==> src/rtl/p405s_icu_pkg.sv <==
// Shared definitions for the ICU line-fill sequencer: state encoding, PLB transfer sizes, line geometry.
package p405s_icu_pkg;
  localparam int LINE_DW = 4;

  localparam logic [1:0] TRANSIZE_LINE8 = 2'b10;
  localparam logic [1:0] TRANSIZE_SGL   = 2'b00;

  typedef enum logic [2:0] {
    FS_IDLE,
    FS_REQ,
    FS_DATA,
    FS_DRAIN,
    FS_ABORT
  } fillState_t;
endpackage

==> src/rtl/p405s_icu_fill_cnt.sv <==
// Beat counter, per-doubleword valid mask and sticky bus-error flag for one ICU line fill.
module p405s_icu_fill_cnt #(
  parameter int LINE_DW = p405s_icu_pkg::LINE_DW
) (
  input  logic       CB,
  input  logic       RST_ResetCore,
  input  logic       start,
  input  logic       lineFill,
  input  logic       beat,
  input  logic       wrBeat,
  input  logic [0:1] beatDw,
  input  logic       beatErr,
  output logic [1:0] beatCnt,
  output logic       lastBeat,
  output logic       errAny,
  output logic [0:3] dwValid
);
  localparam logic [1:0] LAST_LINE = 2'(LINE_DW - 1);

  logic lineQ;
  logic errQ;

  // Completion is seen on the beat itself so the done pulse lands one cycle later.
  assign lastBeat = beat & (beatCnt == (lineQ ? LAST_LINE : 2'd0));
  assign errAny   = errQ | (wrBeat & beatErr);

  always_ff @(posedge CB) begin
    if (RST_ResetCore) begin
      beatCnt <= 2'd0;
      lineQ   <= 1'b0;
      errQ    <= 1'b0;
      dwValid <= '0;
    end else if (start) begin
      beatCnt <= 2'd0;
      lineQ   <= lineFill;
      errQ    <= 1'b0;
      dwValid <= '0;
    end else begin
      if (beat)
        beatCnt <= beatCnt + 2'd1;
      if (wrBeat) begin
        dwValid[beatDw] <= 1'b1;
        if (beatErr)
          errQ <= 1'b1;
      end
    end
  end
endmodule

==> src/rtl/p405s_icu_fill_ctl.sv <==
// ICU miss to PLB read line-fill sequencer. Build option P405S_ICU_FILL_CRITWORD_EN
// makes crit_valid pulse on the first (target) doubleword instead of at line completion.
module p405s_icu_fill_ctl #(
  parameter int LINE_DW = 4
) (
  input  logic        CB,
  input  logic        RST_ResetCore,
  input  logic        miss_req,
  input  logic [0:29] miss_addr,
  input  logic        miss_cacheable,
  input  logic        miss_u0attr,
  input  logic [0:1]  miss_priority,
  input  logic        miss_cancel,
  output logic        C405_icsRequest,
  output logic [0:29] C405_icsABus,
  output logic [2:3]  C405_icsTranSize,
  output logic        C405_icsCacheable,
  output logic        C405_icsU0Attr,
  output logic [0:1]  C405_icsPriority,
  output logic        C405_icsAbort,
  input  logic        ICS_c405AddrAck,
  input  logic        ICS_c405RdDAck,
  input  logic [0:63] ICS_c405DBus,
  input  logic [1:3]  ICS_c405RdWrAddr,
  input  logic        ICS_c405Error,
  input  logic        ICS_c405SSize,
  input  logic        ICS_c405IcuBusy,
  output logic        lb_wr_en,
  output logic [0:1]  lb_wr_dw,
  output logic [0:63] lb_wr_data,
  output logic [0:3]  lb_dw_valid,
  output logic        crit_valid,
  output logic        fill_busy,
  output logic        fill_done,
  output logic        fill_err
);
  import p405s_icu_pkg::*;

  fillState_t state, stateNext;
  logic       startFill, doneNext;
  logic       cntBeat, wrBeat, lastBeat, errAny;
  logic [1:0] beatCnt;

  // Beat count follows TranSize only; slave size and the odd-word address bit carry no information here.
  logic unusedIn;
  assign unusedIn = ICS_c405SSize ^ ICS_c405RdWrAddr[3];

  assign cntBeat = ICS_c405RdDAck & ((state == FS_DATA) | (state == FS_DRAIN));
  assign wrBeat  = ICS_c405RdDAck & (state == FS_DATA);

  assign lb_wr_en   = wrBeat;
  assign lb_wr_dw   = wrBeat ? ICS_c405RdWrAddr[1:2] : 2'd0;
  assign lb_wr_data = wrBeat ? ICS_c405DBus : 64'd0;

  p405s_icu_fill_cnt #(.LINE_DW(LINE_DW)) uCnt (
    .CB           (CB),
    .RST_ResetCore(RST_ResetCore),
    .start        (startFill),
    .lineFill     (miss_cacheable),
    .beat         (cntBeat),
    .wrBeat       (wrBeat),
    .beatDw       (ICS_c405RdWrAddr[1:2]),
    .beatErr      (ICS_c405Error),
    .beatCnt      (beatCnt),
    .lastBeat     (lastBeat),
    .errAny       (errAny),
    .dwValid      (lb_dw_valid)
  );

  always_comb begin
    stateNext = state;
    startFill = 1'b0;
    doneNext  = 1'b0;
    case (state)
      FS_IDLE:
        if (miss_req & ~ICS_c405IcuBusy & ~miss_cancel) begin
          stateNext = FS_REQ;
          startFill = 1'b1;
        end
      FS_REQ:
        if (ICS_c405AddrAck)
          stateNext = miss_cancel ? FS_DRAIN : FS_DATA;
        else if (miss_cancel)
          stateNext = FS_ABORT;
      FS_ABORT:
        stateNext = FS_IDLE;
      // A final beat that coincides with a cancel completes: the whole line is already in.
      FS_DATA:
        if (lastBeat) begin
          stateNext = FS_IDLE;
          doneNext  = 1'b1;
        end else if (miss_cancel) begin
          stateNext = FS_DRAIN;
        end
      FS_DRAIN:
        if (lastBeat)
          stateNext = FS_IDLE;
      default:
        stateNext = FS_IDLE;
    endcase
  end

  always_ff @(posedge CB) begin
    if (RST_ResetCore) begin
      state             <= FS_IDLE;
      C405_icsRequest   <= 1'b0;
      C405_icsAbort     <= 1'b0;
      C405_icsABus      <= '0;
      C405_icsTranSize  <= '0;
      C405_icsCacheable <= 1'b0;
      C405_icsU0Attr    <= 1'b0;
      C405_icsPriority  <= '0;
      fill_busy         <= 1'b0;
      fill_done         <= 1'b0;
      fill_err          <= 1'b0;
    end else begin
      state           <= stateNext;
      C405_icsRequest <= (stateNext == FS_REQ);
      C405_icsAbort   <= (stateNext == FS_ABORT);
      fill_busy       <= (stateNext != FS_IDLE);
      fill_done       <= doneNext;
      fill_err        <= doneNext & errAny;
      // Target word first: the address goes out unaligned.
      if (startFill) begin
        C405_icsABus      <= miss_addr;
        C405_icsTranSize  <= miss_cacheable ? TRANSIZE_LINE8 : TRANSIZE_SGL;
        C405_icsCacheable <= miss_cacheable;
        C405_icsU0Attr    <= miss_u0attr;
        C405_icsPriority  <= miss_priority;
      end
    end
  end

`ifdef P405S_ICU_FILL_CRITWORD_EN
  always_ff @(posedge CB) begin
    if (RST_ResetCore)
      crit_valid <= 1'b0;
    else
      crit_valid <= wrBeat & (beatCnt == 2'd0);
  end
`else
  logic unusedCnt;
  assign unusedCnt = ^beatCnt;

  always_ff @(posedge CB) begin
    if (RST_ResetCore)
      crit_valid <= 1'b0;
    else
      crit_valid <= doneNext & ~errAny;
  end
`endif
endmodule

==> config.mk <==
export PLATFORM = sky130hd
export DESIGN_NAME = p405s_icu_fill_ctl
export DESIGN_NICKNAME = d
export VERILOG_FILES = /design/src/rtl/p405s_icu_pkg.sv /design/src/rtl/p405s_icu_fill_cnt.sv /design/src/rtl/p405s_icu_fill_ctl.sv
export SDC_FILE = /design/constraint.sdc
export NUM_CORES = 1
export LEC_CHECK = 0
export ABC_AREA = 1
export CORE_ASPECT_RATIO = 1.75
export CORE_UTILIZATION = 31
export DETAILED_ROUTE_END_ITERATION = 7
export PLACE_DENSITY = 0.78
export SETUP_SLACK_MARGIN = 0.2
export SYNTH_ARGS = -nofsm -noshare
export SYNTH_HDL_FRONTEND = slang
export SYNTH_SLANG_ARGS = --single-unit
==> constraint.sdc <==
create_clock -name CB -period 1.1 [get_ports CB]
set_input_delay 0.11 -clock CB [delete_from_list [all_inputs] [get_ports CB]]
set_output_delay 0.11 -clock CB [all_outputs]
set_load 0.01 [all_outputs]
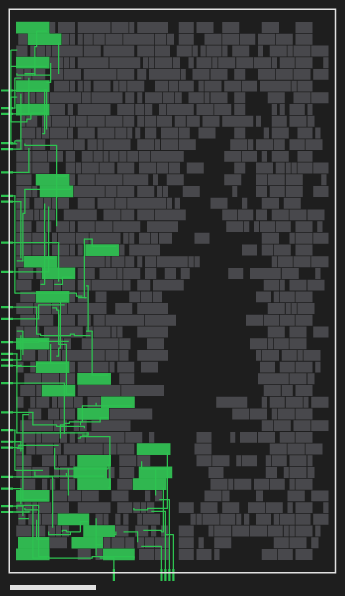
Fig. 1. I/O nets highlighted.
Scale bar: 20 µm.
| colour | port | direction | edge | end cells | buffers | wire |
|---|---|---|---|---|---|---|
| green | C405_icsABus | output | 25 left, 5 bottom | 30 | 30 | 1020 µm |
Top Ports: 223
Port Buffers: 219

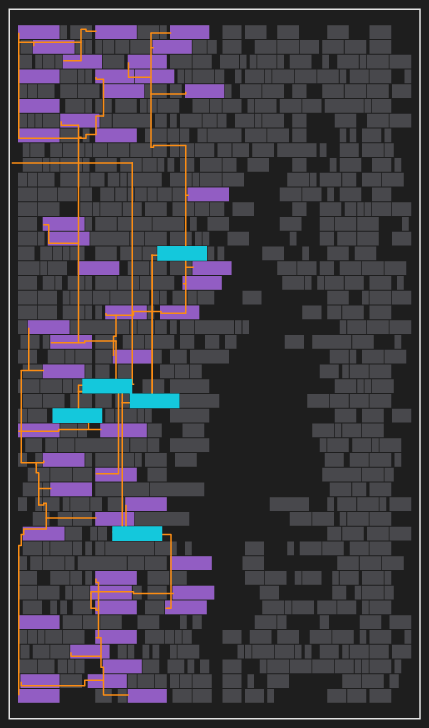
Fig. 2. Clock network drawn from the DEF.
[orange] clock wires | length: 633 µm
[purple] flip-flops | count: 50
[cyan] clock-net drivers | count: 5
routed clock nets: 6
power dissipated in the clock network: 1560 µW
clock share of power: 31.1%
Max Clock Skew: 0.0139 ns

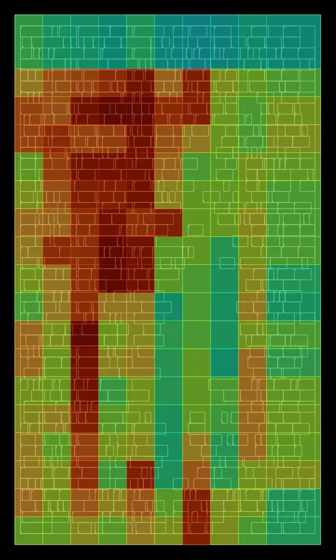
Fig. 3. Track usage over the die.
met3 Track Usage GR: 7.52%
global routing usage on met2: 44.3%
most used routing layer in global routing: met2

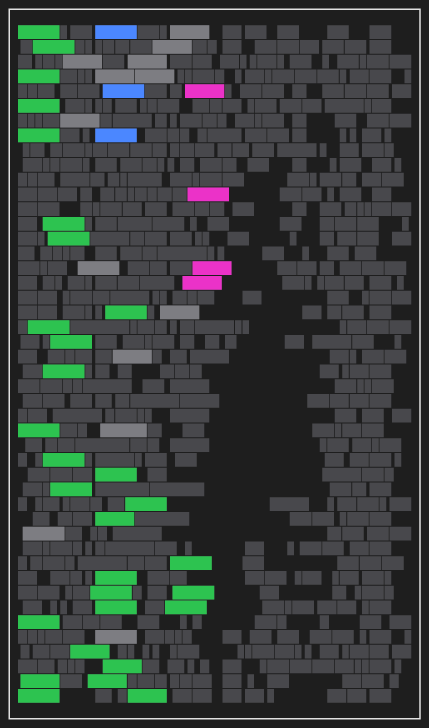
Fig. 4. Where the registers sit.
| colour | name in the netlist | placed flops |
|---|---|---|
| magenta | uCnt.dwValid | 4 |
| green | C405_icsABus | 30 |
| blue | state | 3 |
not coloured: 13
storage element area: 0.00104 mm²
fin util: 72.9%
fraction of area in registers: 15.7%
Sequential Power: 1960 µW

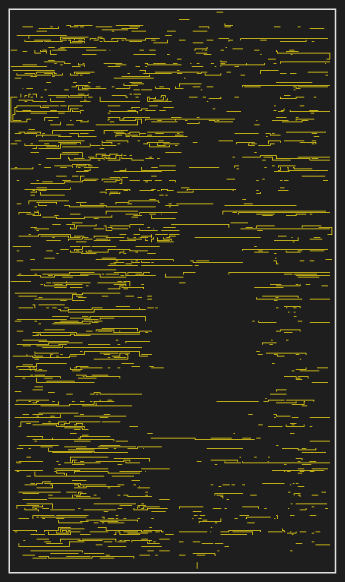
Fig. 5. Signal wires on met1.
longest straight run: 23.9 µm
main direction: horizontal
share of all routed wire: 30%
nets with wire on the layer: 654
overall routed net length: 13200 µm
global routing usage on met1: 19.7%
total vias in the final route: 3660

==> run summary <==
Results of the implementation run.

The maximum buffer depth of the clock tree came out at 2. Leaving out buffers and inverters, the combinational logic in the layout accounts for between 0.0015 and 0.002 mm². The instance count along the most critical hold path came out at 3. The count of TritonRoute iterations in the first routing pass is 4. In the post-route analysis, the smallest setup slack over all paths is -0.713 ns. The total met3 wirelength after detailed routing is 1370 µm. The count of warnings emitted by yosys is 0. In this run the critical path is formed by inv_2, nor2_4, nand2_4, nor2_8, inv_12, buf_4, buf_12, nor2_4, buf_6. The total power came out at approximately 5000 µW.

Per the detail_route report, vias per standard cell equal approximately 4.6. By count the netlist is led by 83 x sky130_fd_sc_hd__nor2_1, 82 x sky130_fd_sc_hd__inv_1, 62 x sky130_fd_sc_hd__nor2_4. Counting only logic cells after layout, the most numerous master is sky130_fd_sc_hd__clkdlybuf4s50_1. In this run the worst path has a maximum fanout of 14. The analysis attributes to net switching a power of around 1500 µW.

The data arrival time reported for the critical path is 1.70 ns. The power density of the placed cells is about 760 mW/mm². The post-cts gate resize count is around 590. The script computed the net switching share of total power as 29.0%. The largest cell class by area is non-clock buffers. The relative area of non-clock buffer cells in the final design is a little under half. The total count of hold-check failures in the final report is 0. The floorplan core density came out at 32.2%. The first-pass GRT wire length came out at 16700 µm. The vertical die dimension came out at roughly 130 µm. The tree built by TritonCTS fans out to around 50 sinks. In this run the number of cells on the critical path is 9. The run reported a max-capacitance violation count of 0. The sequential share of power came out at 39.0%. The post-synthesis average cell area is 7.75 µm².

Per STA, the library cell used most along the worst path is sky130_fd_sc_hd__nor2_4. Per the synthesis report, the number of distinct cell types is 23. The total of endpoints with negative setup slack in the final report is 117. The multi-input gate share of total cell area came out at 28.0%.

The top metal layer carrying routed signals is met4. The region available for standard cell placement spans roughly 0.009 mm². The internal portion of total power came out at roughly 3600 µW. The share of synthesized area in the top cell type comes to between 30% and 40%.

The combinational gate count came out at approximately 220. The most critical setup path has its endpoint at lb_wr_data[45]. The net total in the final layout is slightly below 800.

The checks that failed: negative setup slack. The library cells used most frequently in the layout, excluding fill and tap cells, are 107 x sky130_fd_sc_hd__clkdlybuf4s50_1, 87 x sky130_fd_sc_hd__nor2_4, 77 x sky130_fd_sc_hd__inv_1, 76 x sky130_fd_sc_hd__buf_6. The run finished, with violations left. For reference, the final report shows the max-slew violation count at 0. The HPWL after detailed placement came out at 7840 µm. The number of H-tree branching levels is 2.
No activity file was given, so power comes from the tool's default toggle rates.
